Fig. 1: run 1, the metal 3 layer
Scale: 4 px per um. Cells faint in the background.
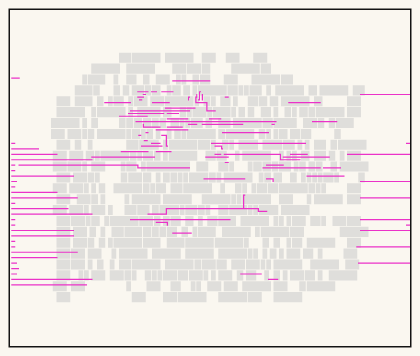
Fig. 2: run 1, placement density heat map
Scale: 4 px per um. 10 x 8 tiles, from white (low) to dark blue (high), 0 to 100% covered.
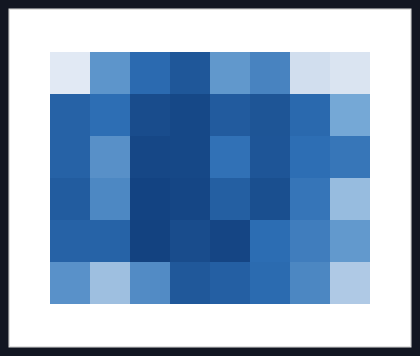
Fig. 3: run 1, clock network drawn from the DEF
Scale: 4 px per um.
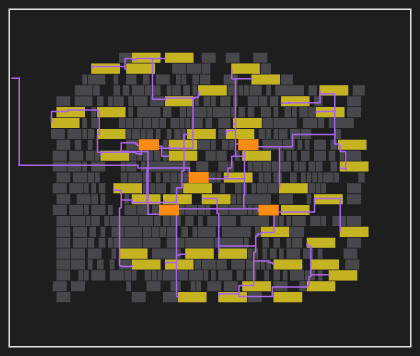
<file path="src/rtl/rc4_pkg.sv">
// Shared types and helpers for the RC4 key-scheduling blocks.
package rc4_pkg;
    localparam int S_DEPTH       = 256;
    localparam int KEY_BYTES_DEF = 3;
    localparam int MAX_KEY_BYTES = 32;
    localparam int MAX_KEY_W     = 8 * MAX_KEY_BYTES;

    typedef enum logic [3:0] {
        IDLE, READ_I, WAIT_I, CALC_J, READ_J, WAIT_J, WRITE_I, WRITE_J, NEXT, DONE
    } ksa_state_t;

    // Byte k of an nbytes-long key, byte 0 being the most significant.
    function automatic logic [7:0] key_byte(input logic [MAX_KEY_W-1:0] key,
                                            input int nbytes, input int k);
        return key[8*(nbytes-1-k) +: 8];
    endfunction
endpackage

</file>
<file path="src/rtl/rc4_key_byte_sel.sv">
// Key byte mux: selects byte k of the secret key (byte 0 = MS byte).
// Purely combinational, no flow control.
module rc4_key_byte_sel import rc4_pkg::*; #(
    parameter int KEY_BYTES = KEY_BYTES_DEF,
    parameter int K_W       = 2
) (
    input  logic [8*KEY_BYTES-1:0] key,
    input  logic [K_W-1:0]         k,
    output logic [7:0]             kbyte
);
    logic [MAX_KEY_W-1:0] key_ext;

    always_comb begin
        key_ext                  = '0;
        key_ext[8*KEY_BYTES-1:0] = key;
        kbyte                    = key_byte(key_ext, KEY_BYTES, int'(k));
    end
endmodule

</file>
<file path="src/rtl/rc4_ksa_shuffle.sv">
// RC4 KSA shuffle over an external S-RAM: 8 cycles per i, finish 2049 cycles after start.
// No backpressure: start is only accepted in IDLE, the RAM is assumed always ready.
module rc4_ksa_shuffle import rc4_pkg::*; #(
    parameter int ADDR_W    = 8,
    parameter int DATA_W    = 8,
    parameter int KEY_BYTES = KEY_BYTES_DEF
) (
    input  logic                   clk,
    input  logic                   rst,
    input  logic                   start,
    input  logic [8*KEY_BYTES-1:0] secret_key,
    input  logic [DATA_W-1:0]      mem_q,
    output logic [ADDR_W-1:0]      mem_addr,
    output logic [DATA_W-1:0]      mem_data,
    output logic                   mem_wren,
    output logic                   busy,
    output logic                   finish
);
    localparam int K_W = (KEY_BYTES > 1) ? $clog2(KEY_BYTES) : 1;

    ksa_state_t        state, state_d;
    logic [ADDR_W-1:0] i, i_d, j, j_d, addr_d;
    logic [K_W-1:0]    k, k_d;
    logic [DATA_W-1:0] si, si_d, data_d;
    logic              wren_d, busy_d, finish_d;
    logic [7:0]        kbyte;

    rc4_key_byte_sel #(.KEY_BYTES(KEY_BYTES), .K_W(K_W)) u_key_sel (
        .key   (secret_key),
        .k     (k),
        .kbyte (kbyte)
    );

    always_ff @(posedge clk) begin
        if (rst) begin
            state    <= IDLE;
            i        <= '0;
            j        <= '0;
            k        <= '0;
            si       <= '0;
            mem_addr <= '0;
            mem_data <= '0;
            mem_wren <= 1'b0;
            busy     <= 1'b0;
            finish   <= 1'b0;
        end else begin
            state    <= state_d;
            i        <= i_d;
            j        <= j_d;
            k        <= k_d;
            si       <= si_d;
            mem_addr <= addr_d;
            mem_data <= data_d;
            mem_wren <= wren_d;
            busy     <= busy_d;
            finish   <= finish_d;
        end
    end

    // Outputs are registered from the next-state values so they line up with the state they belong to.
    always_comb begin
        state_d  = state;
        i_d      = i;
        j_d      = j;
        k_d      = k;
        si_d     = si;
        addr_d   = mem_addr;
        data_d   = mem_data;
        wren_d   = 1'b0;
        finish_d = 1'b0;
        case (state)
            IDLE: begin
                if (start) begin
                    state_d = READ_I;
                    i_d     = '0;
                    j_d     = '0;
                    k_d     = '0;
                    addr_d  = '0;
                end
            end
            READ_I: state_d = WAIT_I;
            WAIT_I: state_d = CALC_J;
            CALC_J: begin
                si_d    = mem_q;
                j_d     = j + ADDR_W'(mem_q) + ADDR_W'(kbyte);
                addr_d  = j_d;
                state_d = READ_J;
            end
            READ_J: state_d = WAIT_J;
            WAIT_J: begin
                addr_d  = i;
                data_d  = mem_q;
                wren_d  = 1'b1;
                state_d = WRITE_I;
            end
            WRITE_I: begin
                addr_d  = j;
                data_d  = si;
                wren_d  = 1'b1;
                state_d = WRITE_J;
            end
            WRITE_J: state_d = NEXT;
            NEXT: begin
                if (&i) begin
                    finish_d = 1'b1;
                    state_d  = DONE;
                end else begin
                    i_d     = i + 1'b1;
                    k_d     = (k == K_W'(KEY_BYTES-1)) ? '0 : k + 1'b1;
                    addr_d  = i_d;
                    state_d = READ_I;
                end
            end
            DONE:    state_d = IDLE;
            default: state_d = IDLE;
        endcase
        busy_d = (state_d != IDLE);
    end
endmodule
</file>
<file path="config.mk">
export PLATFORM = sky130hd
export DESIGN_NAME = rc4_ksa_shuffle
export DESIGN_NICKNAME = d
export VERILOG_FILES = /design/src/rtl/rc4_pkg.sv /design/src/rtl/rc4_key_byte_sel.sv /design/src/rtl/rc4_ksa_shuffle.sv
export SDC_FILE = /design/constraint.sdc
export NUM_CORES = 1
export LEC_CHECK = 0
export CORE_ASPECT_RATIO = 0.8
export CORE_MARGIN = 10
export CORE_UTILIZATION = 57
export CTS_CLUSTER_SIZE = 10
export DETAILED_ROUTE_END_ITERATION = 12
export GPL_ROUTABILITY_DRIVEN = 0
export GPL_TIMING_DRIVEN = 0
export PLACE_DENSITY = 0.91
export SYNTH_ARGS = -nofsm -noshare
export SYNTH_HDL_FRONTEND = slang
export SYNTH_SLANG_ARGS = --single-unit
</file>
<file path="constraint.sdc">
create_clock -name clk -period 10.35 [get_ports clk]
set_input_delay 2.07 -clock clk [delete_from_list [all_inputs] [get_ports clk]]
set_output_delay 2.07 -clock clk [all_outputs]
set_load 0.05 [all_outputs]
</file>
==> run summary, run 1 <==
Implementation results are summarized by area below.

Synthesis
The Yosys chip area is 2920 um2. Yosys reported a register bit count of 49. The cell type that accounts for the most area after synthesis is sky130_fd_sc_hd__dfxtp_1. The dominant synthesized flop cell is sky130_fd_sc_hd__dfxtp_1. Sequential cells were found to cover 33.6% of the synthesized design area. The fraction of synthesized cell area taken by the top area cell type is 33.6%. The multiplexer area fraction after synthesis is 5.83%.

Per the post-synthesis report, the number of cells in the design is 358. Yosys stat counts 358 cells in the synthesized netlist. The xor-xnor portion of the synthesized cell area is 3.00%. By area the synthesized netlist is led by sky130_fd_sc_hd__dfxtp_1 34%, sky130_fd_sc_hd__a21oi_1 6.9%, sky130_fd_sc_hd__nand2_1 6.6%.

The simple-gate area share of the yosys netlist is 23.7%. Looking at the gate-level netlist, the highest instance count belongs to sky130_fd_sc_hd__nand2_1. Yosys mapped a number of flops with a built-in enable equal to 0. The net count after synthesis is 411.

The adder and majority cell fraction of the synthesized area is 9.77%. After Yosys synthesis, AND-OR and OR-AND compound gates account for 20.4% of the synthesized area. After synthesis, the largest family of logic cells by area is simple AND/OR/NAND/NOR gates. The synthesis report gives the async set-or-reset register share as 0%. In the synthesized netlist, the cells that appear most often are 51 x sky130_fd_sc_hd__nand2_1, 49 x sky130_fd_sc_hd__dfxtp_1, 47 x sky130_fd_sc_hd__nor2_1, 40 x sky130_fd_sc_hd__a21oi_1, 17 x sky130_fd_sc_hd__mux2i_1. The cell area after synthesis is 2920 um2. The number of warning messages in the yosys log is 0.

Die
In this run the standard cell core region covers 4980 um2. The number of cell rows is 23. The initial utilization of the core area, before any placement, comes to 58.7%. According to the I/O placement log, the pin count is 54. The die is 84.0 um tall.

Routing
The count of nets left with antenna violations once routing finished came out at 0. The routed design shows a wire length per standard cell of 17.2 um. The starting DRC count in detailed routing is 464. After detailed routing, the number of vias per cell comes to 6.06. The first TritonRoute pass finished after 6 iterations. Per the detail_route report, DRC violations left total 0.

Critical path
The logic depth of the worst path, buffers included is 15. Among all stages on the critical path, the maximum delay recorded is 0.46 ns. The critical path starts at secret_key[1]. Together, buffers and inverters on the worst path number 2.

The capturing element of the worst setup path is mem_addr[7]$_SDFFE_PP0P_. The end of the worst register-to-register path is mem_addr[7]$_SDFFE_PP0P_. The startpoint of the worst register-to-register path is k[0]$_SDFFE_PP0P_.

The cell with the largest stage delay on the worst path is sky130_fd_sc_hd__clkdlybuf4s50_1. The critical path maximum fanout is 3. The arrival time of the worst setup path is 5.16 ns. Across all register-to-register paths, the minimum setup slack is 5.93 ns.

In the setup report, the worst path falls into the class in -> reg.

Clock tree
The maximum level of the CTS H-tree is 2. Per the TritonCTS log, the buffer count is 5. The insertion delay of the later-clocked pin in the worst-skew pair is 0.31 ns.

Looking at the worst setup and hold paths, the clock pins of their registers show a slew of 0.09 ns. The CTS log lists the clock sinks for this run as 49. The TritonCTS clock tree is yes. Post-CTS repair ended up resizing 0 cells. The total setup buffers inserted after CTS is 0. Hold repair after CTS inserted 0 buffers. The maximum buffer depth of the clock tree is 2.

Flow run
The run reported a max-capacitance violation count of 0. Across all stage logs, warnings added up to 28.

Worst hold path
Hold analysis lists the worst path endpoint as si[4]$_SDFFE_PP0P_. The number of cells on the worst hold path is 2. In this run the worst hold path is classified as reg -> reg.

Place
The count of buffers inserted at the top-level ports is 53. The HPWL after detailed placement is 6190 um. The post-placement worst setup slack is 5.07 ns. The instance area after placement is 3530 um2.

Final timing
The count of endpoints failing setup in the final report is 0. Across the routed clock network, the largest skew measured is 0.00763 ns. The worst setup margin is 5.36 ns. The setup TNS is 0 ns. Setup repair after global routing left no endpoint under its margin. The number of max-slew violations in the final report is 0. The worst-margin pin slew is 0.644 ns. The hold violation count in the final report is 0. The maximum achievable frequency is 0.200 GHz.

Run status
The run finished with clean final reports.

Cells and area
The finished design was reported to have a net count of 471. The share of post-route cells with drive strength above 1 is 5.97%. The number of antenna diodes in the final layout is 0. Ranking logic cells in the layout by count gives the top entries 53 x sky130_fd_sc_hd__clkdlybuf4s50_1, 51 x sky130_fd_sc_hd__nand2_1, 49 x sky130_fd_sc_hd__dfxtp_1, 47 x sky130_fd_sc_hd__nor2_1, 40 x sky130_fd_sc_hd__a21oi_1.

The commonest non-fill, non-tap cell in the layout is sky130_fd_sc_hd__clkdlybuf4s50_1. The share of the core filled with cells in the final layout is 73.2%.

Power
Internal power comes to 0.309 mW. Sequential power for this build is 0.195 mW. The switching portion of total power comes to 27.7%. The peak supply drop is 0.0688 mV.

The power in the clock group is 0.146 mW. The leakage component of the power is 1.32 nW. The total power of the final layout is 0.428 mW. The combinational group share of total power is 20.5%. The main power-consuming group is registers.

GRT
The via count of the first global-routing pass came to 2719. The initial antenna violation count came to 0. The first global-routing pass estimated 13200 um of wire. The aggregate global-route resource usage is 19.2%.
Notes on Fig. 1 above:
longest straight run: 35.0 um
wire length on this layer: 779 um

Notes on Fig. 2 above:
tiles over 75% full: 33%
densest ninth of the die: center
mean over tiles: 42%
emptiest ninth of the die: upper right
nearly empty tiles: 40%
fullest tile: 93%

Notes on Fig. 3 above:
[cells driving clock nets] orange | count: 5
[flip-flops] yellow | count: 49
[clock wires] purple | length: 638 um
routed clock nets: 6

==> run 1: layer usage <==
metal | GRT usage, % | vias up | share of wire (%)
met3 | 6.62 | 18 | 9.4
li1 | - | 1377 | -
met4 | 4.49 | 0 | 1.4
met5 | 0 | - | 0
met2 | 30.5 | 151 | 46
met1 | 24.1 | 1368 | 43
==> run 1: state kept, by name, indices dropped and copies added (netlist names) <==
signal / cells
i: 8
j: 8
mem_addr: 8
mem_data: 8
si: 8
state: 4
k: 2
busy: 1
finish: 1
mem_wren: 1
==> run 1: layout make-up <==
type                    instances  area [um2]
flip-flops and latches         49         981
repair buffers                 53         531
inverters                       6        22.5
fillers                       397        1330
well taps                      62        77.6
multi-input cells             283        1830
plain buffers                  20        86.3
clock buffers                   7        86.3
clock inverters                 1        30.0
Fig. 4: run 1, metal 1
Scale: 3 px per um. Supply wires on this layer in gray.
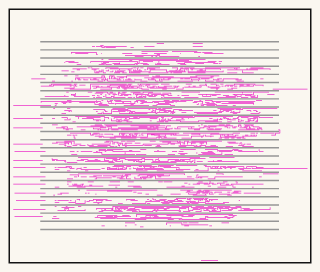

==> inputs of run 2 (changes only) <==
--- a/config.mk
+++ b/config.mk
@@ -7,12 +7,12 @@
 export LEC_CHECK = 0
 export CORE_ASPECT_RATIO = 0.8
 export CORE_MARGIN = 10
-export CORE_UTILIZATION = 57
+export CORE_UTILIZATION = 47
 export CTS_CLUSTER_SIZE = 10
 export DETAILED_ROUTE_END_ITERATION = 12
 export GPL_ROUTABILITY_DRIVEN = 0
 export GPL_TIMING_DRIVEN = 0
-export PLACE_DENSITY = 0.91
+export PLACE_DENSITY = 0.81
 export SYNTH_ARGS = -nofsm -noshare
 export SYNTH_HDL_FRONTEND = slang
 export SYNTH_SLANG_ARGS = --single-unit
==> constraint.sdc (replaced) <==
create_clock -name clk -period 4.12 [get_ports clk]
set_input_delay 0.824 -clock clk [delete_from_list [all_inputs] [get_ports clk]]
set_output_delay 0.824 -clock clk [all_outputs]
set_load 0.05 [all_outputs]
Fig. 5: run 2, metal 1
Scale: 2 px per um. Supply wires on this layer in gray.
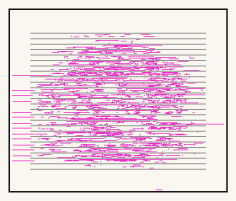
nets with wire on the layer: 433
main direction: horizontal
longest straight run: 48.8 um
share of all routed wire: 44%

==> run summary, run 2 <==
Implementation results are summarized by area below.

Synthesis
The xor-xnor portion of the synthesized cell area came to 3.00% (unchanged). The net count after synthesis is 411 (unchanged). The synthesized-area fraction occupied by ao, oa, aoi and oai cells is 20.4% (unchanged). The synthesized netlist cell count came to 358 (unchanged). The number of warning messages in the yosys log was 0 (unchanged).

The adder and majority cell fraction of the synthesized area is 9.77% (unchanged). Among all cell types in the netlist, the one instantiated most often is sky130_fd_sc_hd__nand2_1. The cell total in the yosys stat output is 358 (unchanged). The register bit total from synthesis was 49 (unchanged). The register area share after synthesis was 33.6% (unchanged). The post-synthesis async set-or-reset flop share is 0% (unchanged).

The multiplexer area fraction after synthesis is 5.83% (unchanged). The count of flip-flops with a built-in enable after synthesis is 0 (unchanged). The main logic family after synthesis is simple AND/OR/NAND/NOR gates.

Of all cell types, the one taking the most synthesized area is sky130_fd_sc_hd__dfxtp_1. The Yosys chip area is 2920 um2 (unchanged). The fraction of synthesized cell area taken by the top area cell type is 33.6% (unchanged). In the synthesized netlist, the cells that appear most often are 51 x sky130_fd_sc_hd__nand2_1, 49 x sky130_fd_sc_hd__dfxtp_1, 47 x sky130_fd_sc_hd__nor2_1, 40 x sky130_fd_sc_hd__a21oi_1, 17 x sky130_fd_sc_hd__mux2i_1. The simple-gate area share of the yosys netlist was 23.7% (unchanged).

Place
The count of buffers inserted at the top-level ports was 53 (unchanged). The HPWL after detailed placement came to 6220 um (+0.58%). The post-placement worst setup slack was -0.259 ns (-5.33 ns).

The instance area after placement is 3550 um2 (+0.67%).

GRT
The global routing met3 resource utilization is 4.64% (-2.0 points). The met1 routing resource usage after global routing is 20.5% (-3.6 points). The wire length of the first global-routing pass came to 12800 um (-3.2%). The most used routing layer is met2. The met2 usage in global routing is 23.8% (-6.6 points). The initial antenna violation count is 0 (unchanged). The aggregate global-route resource usage is 15.6% (-3.5 points).

Critical path
The critical path's largest stage delay is 0.51 ns (+0.05 ns). The biggest fanout along the worst timing path is 10 (+7). The timing report shows that the slowest cell on the worst path is sky130_fd_sc_hd__fa_1.

Per the timing report, the most critical flop-to-flop path finishes at mem_addr[7]$_SDFFE_PP0P_. The worst reg-to-reg setup slack is 0.28 ns (-5.65 ns). The type of the setup path with the least slack is reg -> reg.

Die
The die outline height came to 90.5 um (+7.7%). The tapcell count is 81 (+31%). The initial standard-cell utilization of the core is 48.9% (-9.8 points).

Cells and area
The final-stage net count came to 470 (-0.21%). The multi-input gate share of total cell area is 50.1% (-0.086 points). The cell kind with the greatest summed area is logic gates.

The combinational gate area was 1840 um2 (+0.27%). The area fraction of clock buffers and clock inverters was 2.56% (-0.63 points). The register area is 985 um2 (+0.38%). The number of buffers other than clock buffers in the final layout was 72 (-1.4%). The non-clock buffering overhead in the final layout was 17.0% (+0.096 points).

The share of the core filled with cells in the final layout came to 61.3% (-12 points). The flop count is 49 (unchanged). The clock tree buffer count of the final layout came to 5 (-2). The diode insertion count for antenna repair is 0 (unchanged).

The commonest non-fill, non-tap cell in the layout is sky130_fd_sc_hd__clkdlybuf4s50_1. The share of post-route cells with drive strength above 1 came to 7.18% (+1.2 points). The top cell types in the final layout, fill and taps aside, are 53 x sky130_fd_sc_hd__clkdlybuf4s50_1, 51 x sky130_fd_sc_hd__nand2_1, 48 x sky130_fd_sc_hd__dfxtp_1, 47 x sky130_fd_sc_hd__nor2_1, 40 x sky130_fd_sc_hd__a21oi_1. The inverter tally of the final layout excluding the clock network was 6 (unchanged).

Final timing
The setup TNS is 0 ns (unchanged). The hold violation count in the final report is 0 (unchanged). The worst setup margin is 0.277 ns (-5.08 ns).

The number of max-slew violations in the final report was 0 (unchanged). Derived from the worst setup path, the maximum achievable clock frequency is 0.260 GHz. The final setup skew is 0.00787 ns (+0.000249 ns). The count of endpoints failing setup in the final report is 0 (unchanged).

The worst-margin pin slew is 0.549 ns (-0.0951 ns).

Worst hold path
The endpoint of the worst hold-timing path is si[6]$_SDFFE_PP0P_.

Power
The leakage component of the power came to 1.31 nW (-0.75%). The peak supply drop is 0.139 mV (+100%). The combinational group share of total power is 21.6% (+1.1 points). The power in sequential cells is 0.488 mW (+150%). The power in the clock group is 0.304 mW (+110%). The internal power contribution is 0.703 mW (+130%). The main power-consuming group is registers. The net switching fraction of the power is 30.4% (+2.7 points).

Clock tree
The maximum level of the CTS H-tree is 2 (unchanged). The maximum buffer depth of the clock tree is 2 (unchanged). The insertion delay of the later-clocked pin in the worst-skew pair is 0.31 ns (about the same). The post-cts hold buffer count came to 0 (unchanged). The total setup buffers inserted after CTS is 0 (unchanged).

The number of clock buffers inserted by TritonCTS is 5 (unchanged). The TritonCTS clock tree is yes. The clock transition time at the flip-flop clock pins of the worst setup and hold paths is 0.10 ns (about the same).

Routing
The met1 layer wirelength in the final routing is 3480 um (-1.7%). The ratio of routed vias to standard cells is 5.73 (-5.4%). The number of remaining DRC errors is 0 (unchanged). The number of detailed-route iterations in the first pass is 5 (-1). After detailed routing, no signal wire sits above met4.

The length of routed met3 wiring is 763 um (-2.1%). The per-cell routed wire length was 15.8 um (-7.9%).

Flow run
The number of logged tool warnings is 28 (unchanged).

Run status
The run finished with clean final reports.
==> run 2: cell counts after synthesis <==
No cell type changed its count.
==> run 2: worst max-delay path by stage <==
stage | start | end | slack [ns] | cells past startpoint
global placement | k[0]$_SDFFE_PP0P_ | mem_addr[7]$_SDFFE_PP0P_ | -0.15 | 18
global route | k[0]$_SDFFE_PP0P_ | mem_addr[7]$_SDFFE_PP0P_ | 0.007 | 18
detailed placement | k[0]$_SDFFE_PP0P_ | mem_addr[7]$_SDFFE_PP0P_ | -0.26 | 18
CTS | k[0]$_SDFFE_PP0P_ | mem_addr[7]$_SDFFE_PP0P_ | 0.03 | 17
finish | k[0]$_SDFFE_PP0P_ | mem_addr[7]$_SDFFE_PP0P_ | 0.28 | 18
floorplan | k[0]$_SDFFE_PP0P_ | mem_addr[7]$_SDFFE_PP0P_ | 0.30 | 18
No activity file was given, so power comes from the tool's default toggle rates.
